Design encoder8_3_sched, sky130hd; sources not shown.
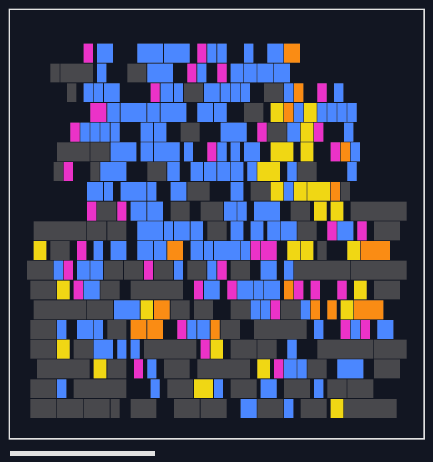
(gate families picked out)
Bar = 20 µm.
- orange: NOR gates (cells 15)
- yellow: inverting AOI/OAI gates (cells 25)
- magenta: inverters (cells 36)
- blue: NAND gates (cells 130)
share of the final layout cell area in multi-input gates: 50.5%
most frequently placed logic cell in the final layout: sky130_fd_sc_hd__nand2_1

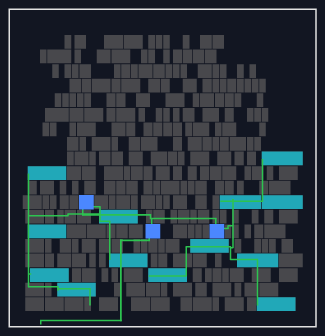
(clock wires, drivers and flops)
- cyan: flip-flops (count 13)
- green: clock wires (length 200 µm)
- blue: cells driving clock nets (count 3)
- routed clock nets: 4
clock latency on the worst-skew pair: 280 ps
Layout Skew: 0.704 ps
Clock net power: 0.159 mW

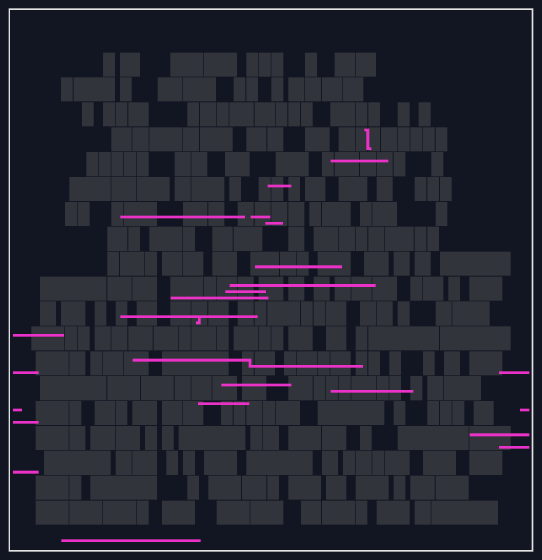
(met3 routing)
Cells faint in the background.
- nets with wire on the layer: 23
- share of all routed wire: 4.7%
- main direction: horizontal
- wire length on this layer: 171 µm
detailed-route via count: 1,611
met3 track demand over resource in global routing: 5.02%
total routed wirelength: 3.60 mm

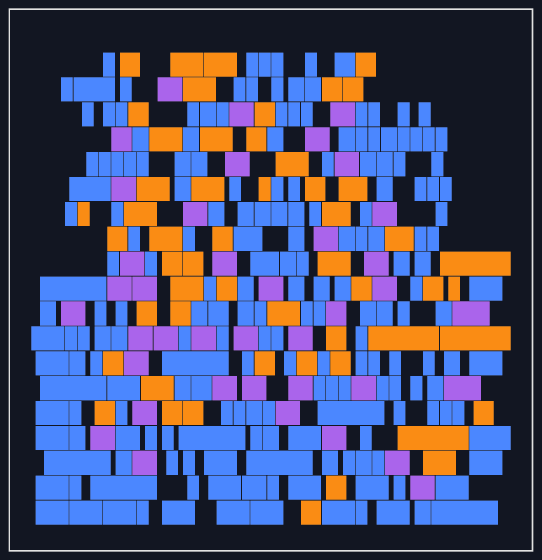
(drive-strength map)
- orange: drive 2 (cells 53; share 18%; most used nand2_2)
- purple: drive 3 to 4 (cells 39; share 13%; most used buf_4)
- blue: drive 1 or less (cells 197; share 68%; most used nand2_1)
final critical-path setup slack: 167 ps
number of ordinary and repair buffers in the finished layout: 56
synthesis-to-finish area growth: 42.2%
final instance area: 1930 µm²

==> notes.md <==
Main metrics from the flow reports.

The post-synthesis cell type count came out at 26. The largest fanout on the critical path came out at 4. The number of placed cells counting well taps is approximately 320. The multi-input logic area came out at around 970 µm². The category of the most critical setup path is reg2reg. Of the total power, combinational logic draws a little over half. The internal portion of the total power is ~0.6 mW.

The delay of the slowest cell on the worst path is around 350 ps. The post-route minimum period came out at approximately 1900 ps. The most used flip-flop cell after synthesis is sky130_fd_sc_hd__dfxtp_1. The area fraction in mux cells came out at 0%.

Overall routing resource usage recorded by global route was 23.7%. The count of buffers added by post-CTS timing repair for setup came out at 0. The flow ran to the end, and the final reports show no timing, DRC or antenna violations. The power density of the placed cells came out at 502 nW/µm². The final total negative setup slack is 0 ps. The peak supply drop is 0.439 mV. The peak clock frequency supported by timing is about 0.52 GHz.

Per the OpenROAD floorplan log, the area of the die is roughly 3400 µm². The share of total power in sequential cells came out at 31.2%. In this run the worst hold path is classified as in2reg.

CTS saw 13 sinks.
==> Yosys cell counts, types with 2 or more instances <==
master	number	share of area [%]
sky130_fd_sc_hd__nor4_1	2	0.92
sky130_fd_sc_hd__o21ai_0	3	1.1
sky130_fd_sc_hd__nand2_1	73	20
sky130_fd_sc_hd__inv_2	3	0.83
sky130_fd_sc_hd__nor2_1	8	2.2
sky130_fd_sc_hd__inv_4	2	0.92
sky130_fd_sc_hd__buf_6	4	3.3
sky130_fd_sc_hd__nand3_1	30	11
sky130_fd_sc_hd__nand3_2	12	8.9
sky130_fd_sc_hd__ha_1	2	1.8
sky130_fd_sc_hd__o21ai_1	2	0.74
sky130_fd_sc_hd__dfxtp_1	13	19
sky130_fd_sc_hd__inv_1	31	8.6
sky130_fd_sc_hd__nand2_2	13	6.0
sky130_fd_sc_hd__a21oi_1	18	6.7
sky130_fd_sc_hd__nor2_2	4	1.8
==> stage by stage <==
step	total power, mW	util [%]
after global placement	0.760	67.7
after CTS	0.933	69.1
after global routing	1.05	71.1
after floorplan	0.594	-
final	0.966	71.1
after detailed placement	0.767	67.7
==> cell type report <==
class / instances / area share (%)
clock buffer: 4 / 1.36
inverter: 36 / 7.28
multi-input combinational: 180 / 50.5
sequential: 13 / 13.8
tap: 31 / 2.01
timing repair buffer: 56 / 25.1
==> worst max-delay path: cells and delay by family (launching register included) <==
kind / cells / cell delay [ps]
AOI/OAI and AO/OA: 3 / 290
DFF: 1 / 350
and+or+nand+nor: 14 / 1150
buffers and inverters: 1 / 60
==> routing by layer <==
metal | part of all wire [%] | track usage [%]
met4 | 0.64 | 4.98
met3 | 4.7 | 5.02
met1 | 46 | 29.7
met5 | 0 | 0
met2 | 49 | 42.2
==> repair_timing <==
action	4_1_cts	5_1_grt
pin swaps	2	7
resized	4	21
setup endpoints to repair	3	3
Power is estimated from default activity; no workload was simulated.
